**Run 1: layout detail**

Bar = 10 um. Region (59, 6) to (99, 46) um. Cells in gray, sequential cells in the stronger gray; small squares are vias.
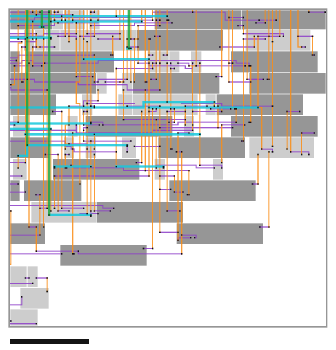
**Run 1: gate-type map**

Bar = 20 um.
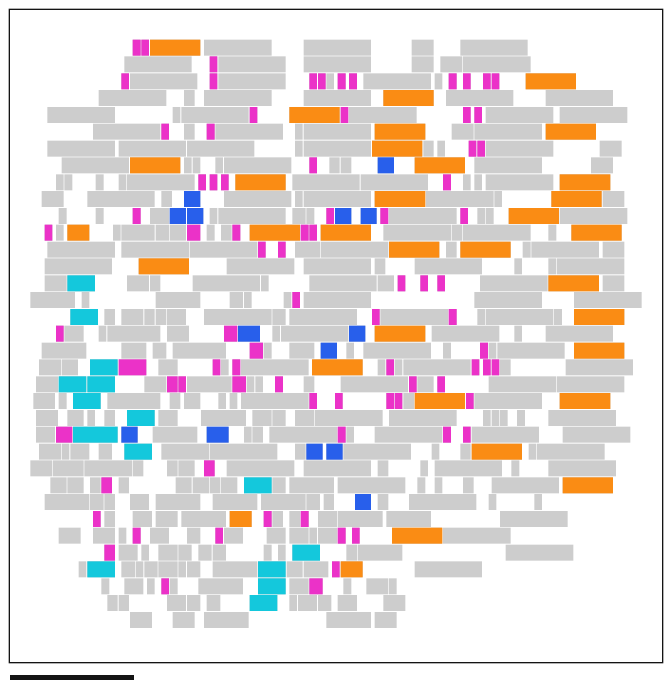
**Run 1: the metal 1 layer**

Bar = 20 um. Supply wires on this layer in gray.
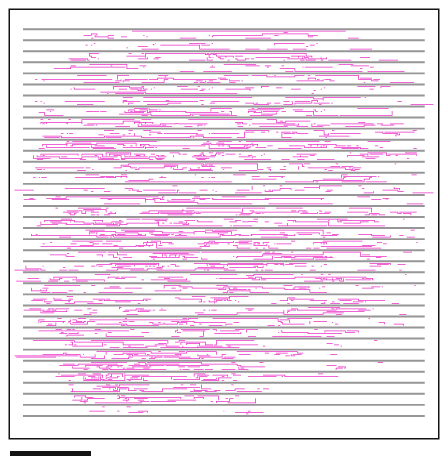
**src/rtl/free_list_ctrl_pkg.sv**
```systemverilog
// Shared CPU sizing parameters and types used by the rename-stage blocks.
// The free list holds the PRNs above the architectural range.
package cpu_design_params;

  localparam int NUM_A_REGS    = 32;
  localparam int NUM_P_REGS    = 48;
  localparam int MAX_FREE_REGS = NUM_P_REGS - NUM_A_REGS;
  localparam int F_LIST_WDTH   = $clog2(MAX_FREE_REGS);
  localparam int P_REG_WDTH    = $clog2(NUM_P_REGS);

  typedef logic [P_REG_WDTH-1:0] prn_t;
  typedef logic [F_LIST_WDTH:0]  fl_ptr_t;

  localparam int FL_RESET_BASE = NUM_A_REGS;

endpackage

```
**src/rtl/free_list_ctrl.sv**
```systemverilog
// Physical-register free list: one speculative allocation and one committed
// release per cycle, with single-cycle flush back to the committed head.
module free_list_ctrl
  import cpu_design_params::*;
(
  input  logic                 clk,
  input  logic                 rst,
  input  logic                 alloc_req,
  output logic                 alloc_gnt,
  output prn_t                 alloc_prn,
  input  logic                 commit_valid,
  input  logic                 commit_writes_rd,
  input  prn_t                 commit_p_old,
  input  logic                 flush,
  output logic [F_LIST_WDTH:0] free_cnt,
  output logic                 empty,
  output logic                 err
);

  prn_t    list [MAX_FREE_REGS];
  fl_ptr_t head;
  fl_ptr_t c_head;
  fl_ptr_t tail;
  fl_ptr_t spec_cnt;
  fl_ptr_t c_head_nxt;
  logic    commit_push;
  logic    commit_bad;
  logic    commit_ok;

  // Wrap bit makes full (16) and empty (0) distinguishable with plain subtraction.
  assign free_cnt = tail - head;
  assign spec_cnt = head - c_head;
  assign empty    = (free_cnt == '0);

  // No push-to-pop bypass: a PRN released this cycle is only visible next cycle.
  assign alloc_gnt = alloc_req & ~empty & ~flush & ~rst;
  assign alloc_prn = list[head[F_LIST_WDTH-1:0]];

  assign commit_push = commit_valid & commit_writes_rd;
  assign commit_bad  = commit_push &
                       ((free_cnt == fl_ptr_t'(MAX_FREE_REGS)) || (spec_cnt == '0));
  assign commit_ok   = commit_push & ~commit_bad;
  assign c_head_nxt  = commit_ok ? c_head + fl_ptr_t'(1) : c_head;

  always_ff @(posedge clk) begin
    if (rst) begin
      // NOTE: the list array is reset on purpose -- its contents are the
      // free PRNs themselves, so leaving it unreset would hand out garbage.
      for (int i = 0; i < MAX_FREE_REGS; i++) begin
        list[i] <= prn_t'(FL_RESET_BASE + i);
      end
      head   <= '0;
      c_head <= '0;
      tail   <= fl_ptr_t'(MAX_FREE_REGS);
      err    <= 1'b0;
    end else begin
      if (commit_ok) begin
        list[tail[F_LIST_WDTH-1:0]] <= commit_p_old;
        tail <= tail + fl_ptr_t'(1);
      end
      c_head <= c_head_nxt;
      // Flush restores head to the committed pointer including this cycle's commit.
      if (flush) begin
        head <= c_head_nxt;
      end else if (alloc_gnt) begin
        head <= head + fl_ptr_t'(1);
      end
      if (commit_bad) begin
        err <= 1'b1;
      end
    end
  end

endmodule
```
**config.mk**
```make
export PLATFORM = sky130hd
export DESIGN_NAME = free_list_ctrl
export DESIGN_NICKNAME = d
export VERILOG_FILES = /design/src/rtl/free_list_ctrl_pkg.sv /design/src/rtl/free_list_ctrl.sv
export SDC_FILE = /design/constraint.sdc
export NUM_CORES = 1
export LEC_CHECK = 0
export CORE_MARGIN = 3
export CORE_UTILIZATION = 58
export CTS_BUF_LIST = sky130_fd_sc_hd__clkbuf_2
export DETAILED_ROUTE_END_ITERATION = 8
export PLACE_DENSITY = 0.77
export SLEW_MARGIN = 20
export SYNTH_ARGS = -nofsm -noshare
export SYNTH_HDL_FRONTEND = slang
export SYNTH_SLANG_ARGS = --single-unit
```
**constraint.sdc**
```tcl
create_clock -name clk -period 8.6 [get_ports clk]
set_input_delay 1.72 -clock clk [delete_from_list [all_inputs] [get_ports clk]]
set_output_delay 1.72 -clock clk [all_outputs]
set_load 0.05 [all_outputs]
```
==> notes.md, run 1 <==
run metrics: Buf/Inv on CP 3, top cells by count, synth edfxtp_1, nor2_1, nand2_1, mux4_2, dfxtp_1, CTS tree done, clock latency on the worst-skew pair 0.64 ns, # clk buffers 19, Max Cap Viol 0, final hold slack 0.523 ns, Combinational Power Share 0.153, row count 35, Die Width 105 um, Critical Path Start tail[0]$_SDFFE_PP0P_, largest fanout on the critical path 5, antenna viol nets, final 0, maximum VDD drop 0.000125 V, Cells after DPL 576, Least-Margin Pin Slew 1.03 ns, Min-Delay Path Depth 2, Floorplan Nets 473, dpl hpwl 8860 um, die area 11,100 sq um, status finished, final reports clean, n_taps 129, worst setup margin 3.16 ns, CORE AREA 9420 sq um, routability congestion estimate 0.858, final cell area excluding filler cells 6280 sq um, CP delay by family, top buffers and inverters, H-tree depth 4, Non-clk invs 13, Crit. path cell count 10, Worst path slowest cell clkdlybuf4s50_1
## Picture notes: 'layout detail'
color	layer
cyan	met3
green	met4
orange	met2
purple	met1
sequential cells in the window	20
most frequent	edfxtp_1 (18), nand2_1 (13), nor2_1 (7)
cells with their middle in the window	54
netlist names of flops here include	`list` (18)

## Picture notes: 'gate-type map'
color	family	cells	most used
magenta	NOR gates	82	nor2_1
blue	AND-OR and OR-AND gates	14	a21o_1
orange	multiplexers	33	mux4_2
cyan	adder and majority cells	15	ha_1
Comb/total area: 0.361
Layout Cells excl Fill: 608

## Picture notes: 'the metal 1 layer'
wire length on this layer	5,020 um
share of all routed wire	39%
drt total wl: 12,800 um
via count: 3,667
met1 usage: 0.348

-- run 1: worst register-to-register path: stages (launching register included) --
cell	delay (ns)
dfxtp_1	0.37
inv_1	0.14
ha_1	0.18
inv_1	0.05
fa_1	0.41
xor2_1	0.24
and4b_4	0.25
o211ai_4	0.53
and4b_1	0.79
a21o_1	0.41
-- run 1: cells by family after synthesis --
kind of cell	Yosys count	synth area share
mux	33	0.123
compound gates	43	0.0564
simple gates	185	0.159
flops	116	0.573
fa+ha+maj	15	0.0341
buf+inv	39	0.0312
xor+xnor	15	0.0229
-- run 1: per-layer routing --
layer | vias up | track usage
met1 | 1778 | 0.348
met3 | 20 | 0.0551
met5 | - | 0
met4 | 0 | 0.0759
met2 | 199 | 0.383
li1 | 1670 | -
**Run 1: met3 routing**

Bar = 20 um.
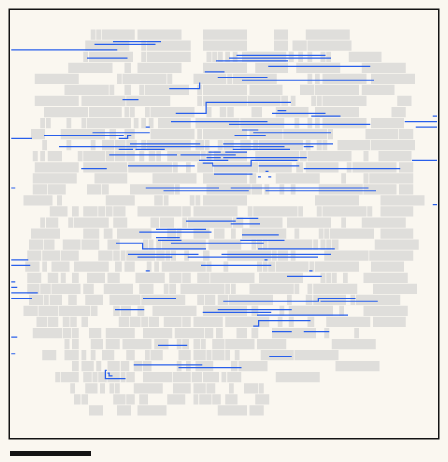

==> run 2, diff against run 1 <==
Clock period 8.6 ns to 5.4 ns, I/O delays scaled along.
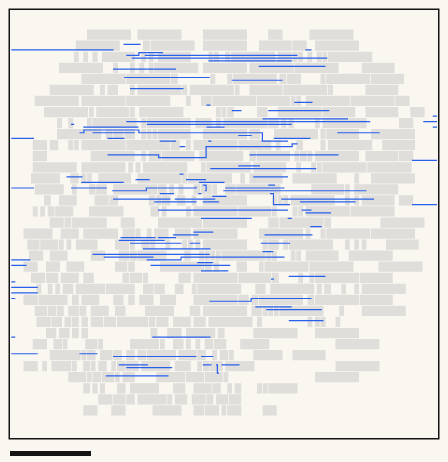
**Above:** run 2 (met3 routing).
Bar = 20 um.
main direction	horizontal
wire length on this layer	1,230 um
longest straight run	59.8 um
GR Util met3: 0.0784
via count: 3,744
drt total wl: 12,900 um

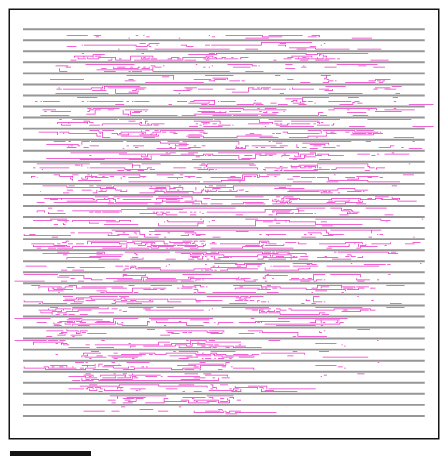
**Above:** run 2 (the metal 1 layer).
Bar = 20 um. Supply wires on this layer in gray.
nets with wire on the layer	466
wire length on this layer	5,120 um
longest straight run	42.3 um
share of all routed wire	40%
met1 usage: 0.326

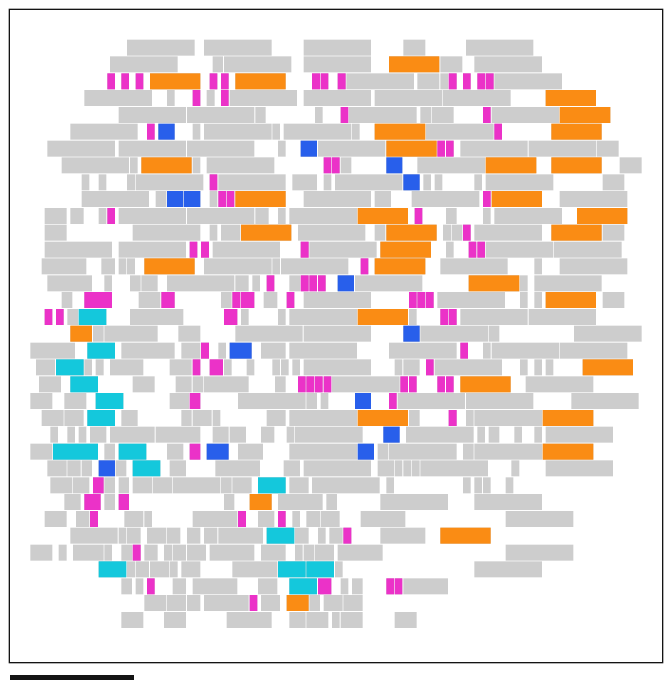
**Above:** run 2 (gate-type map).
Bar = 20 um.
color	family	cells	most used
orange	multiplexers	33	mux4_2
blue	AND-OR and OR-AND gates	14	a21o_1
magenta	NOR gates	82	nor2_1
cyan	adder and majority cells	15	ha_1
Comb/total area: 0.362
Commonest Layout Cell: edfxtp_1
Layout Cells excl Fill: 609

==> notes.md, run 2 <==
run metrics: final cell area excluding filler cells 6260 sq um (-0.28%), H-tree depth 4 (unchanged), Non-clk invs 13 (unchanged), WP data arrival 3.69 ns, Die Width 105 um (unchanged), Min-Delay Path Depth 2 (unchanged), top cells by count, synth edfxtp_1, nor2_1, nand2_1, mux4_2, dfxtp_1, Worst path slowest cell clkdlybuf4s50_1, CP delay by family, top buffers and inverters, Max Cap Viol 0 (unchanged), CTS tree done, # clk buffers 18 (-1), largest net degree at the start of global routing 41, CORE AREA 9420 sq um (unchanged), maximum VDD drop 0.000180 V (+44%), status finished, final reports clean, antenna viol nets, final 0 (unchanged), clock latency on the worst-skew pair 0.67 ns (+0.03 ns), first-pass GRT wire length 20,100 um, GR Util met2 0.382 (-0.00137), Buf/Inv on CP 3 (unchanged), Least-Margin Pin Slew 0.902 ns (-0.129 ns), Crit. path cell count 10 (unchanged), routability congestion estimate 0.832 (-3.1%), Floorplan Nets 473 (unchanged), Cells after DPL 577 (+0.17%), largest fanout on the critical path 5 (unchanged), row count 35 (unchanged)
==> run 2: worst min-delay path, stage by stage, from the launching register on <==
cell	delay (ns)
dfxtp_1	0.35
nor2_1	0.09
nor2_1	0.04
==> run 2: logic make-up after synthesis <==
logic type,Yosys count,synth area share
simple gates,185,0.159
compound gates,43,0.0564
buf+inv,39,0.0312
fa+ha+maj,15,0.0341
xor+xnor,15,0.0229
flops,116,0.573
mux,33,0.123
==> run 2: stage by stage <==
step	worst slack, ns	utilization	hold slack [ns]
floorplan	1.07	-	0.508
global placement	1.43	0.641	0.453
detailed placement	1.35	0.641	0.473
CTS	0.581	0.665	0.503
global route	0.328	0.665	0.568
finish	0.630	0.665	0.503
==> run 2: power by group <==
part           switching [uW]  internal [uW]
clock                     334            209
combinational             176            113
sequential               22.0            985
**Run 2: routing congestion**

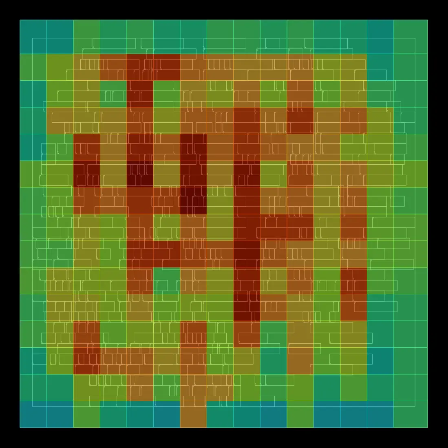

==> run 3, diff against run 2 <==
Settings changed: CORE_UTILIZATION 58 to 57, MAX_ROUTING_LAYER from default to met4, PLACE_DENSITY 0.77 to 0.79.
Clock period 5.4 ns to 4.3 ns, I/O delays scaled along.
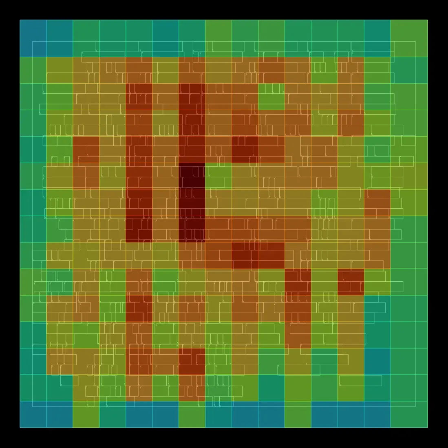
**Above:** run 3 (routing congestion).
All-Layer GR Usage: 0.256
GR Util met3: 0.0625
met1 usage: 0.330
most used routing layer: met2

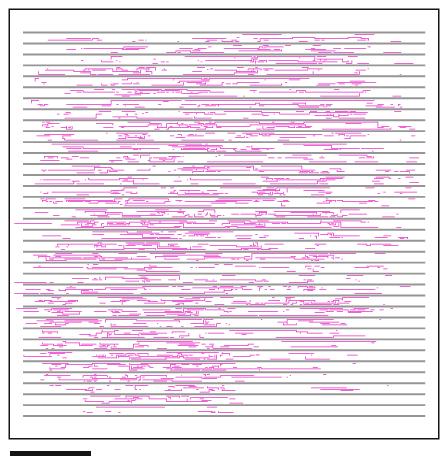
**Above:** run 3 (the metal 1 layer).
Bar = 20 um. Supply wires on this layer in gray.
nets with wire on the layer	478
longest straight run	46.9 um
drt total wl: 13,000 um
via count: 3,705

==> notes.md, run 3 <==
run metrics: Floorplan Nets 473 (unchanged), Multiplexer share 0.123 (unchanged), maximum VDD drop 0.000194 V (+7.9%), antenna viol nets, final 0 (unchanged), Cells after DPL 580 (+0.52%), Synth Area in XOR/XNOR 0.0229 (unchanged), number of detailed-route iterations in the first pass 8, and+or+nand+nor area frac 0.159 (unchanged), clock latency on the worst-skew pair 0.68 ns (about the same), top cells by count, synth edfxtp_1, nor2_1, nand2_1, mux4_2, dfxtp_1, final hold slack 0.496 ns (-0.00725 ns), largest net degree at the start of global routing 25 (-39%), worst setup margin 0.218 ns (-0.412 ns), CP delay by family, top simple AND/OR/NAND/NOR gates, Commonest Layout Cell edfxtp_1, pre-CTS setup slack 0.472 ns (-0.879 ns), CORE AREA 9500 sq um (+0.93%), cell with the most instances after synthesis edfxtp_1, yosys adder share 0.0341 (unchanged), Least-Margin Pin Slew 0.834 ns (-0.0676 ns), aoi share 0.0564 (unchanged), WP data arrival 3.22 ns (-0.47 ns), status finished, final reports clean, H-tree depth 4 (unchanged), row count 35 (unchanged), CTS tree done, Die Width 106 um (+0.83%), Max Cap Viol 0 (unchanged), Layout Cells excl Fill 612 (+0.49%), first-pass GRT wire length 20,600 um (+2.4%), Min-Delay Path Depth 2 (unchanged), dpl hpwl 9050 um, final cell area excluding filler cells 6290 sq um (+0.54%), routability congestion estimate 0.878 (+5.5%), fmax 245 MHz
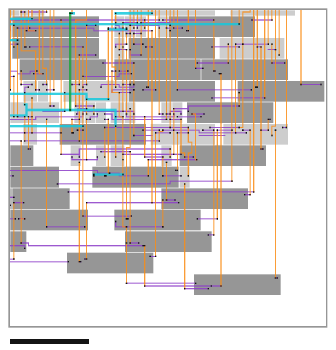
**Above:** run 3 (layout detail).
Bar = 10 um. Region (60, 7) to (100, 47) um. Cells in gray, sequential cells in the stronger gray; small squares are vias.
color	layer
purple	met1
cyan	met3
green	met4
orange	met2
sequential cells in the window	21
netlist names of flops here include	`list` (19)
most frequent	edfxtp_1 (19), nand2_1 (12), mux4_2 (5)
cells with their middle in the window	46

[run 3: area by class of cell]
type / instances / area (sq um) / area share
repair buffers: 31 / 304 / 0.0483
flip-flops and latches: 116 / 3280 / 0.522
well taps: 129 / 161 / 0.0256
clock inverters: 14 / 138 / 0.0219
inverters: 13 / 48.8 / 0.00775
clock buffers: 18 / 90.1 / 0.0143
multi-input cells: 291 / 2270 / 0.360
[run 3: layer usage]
metal | track usage | share of wire
met1 | 0.330 | 0.38
met5 | - | 0
met2 | 0.418 | 0.51
met4 | 0.0546 | 0.015
met3 | 0.0625 | 0.089
[run 3: power breakdown]
group	switching (uW)	internal (uW)	total, uW
Combinational	242	146	388
Sequential	11.8	1240	1250
Clock	417	264	681
Total	671	1650	2320
Power is estimated from default activity; no workload was simulated.
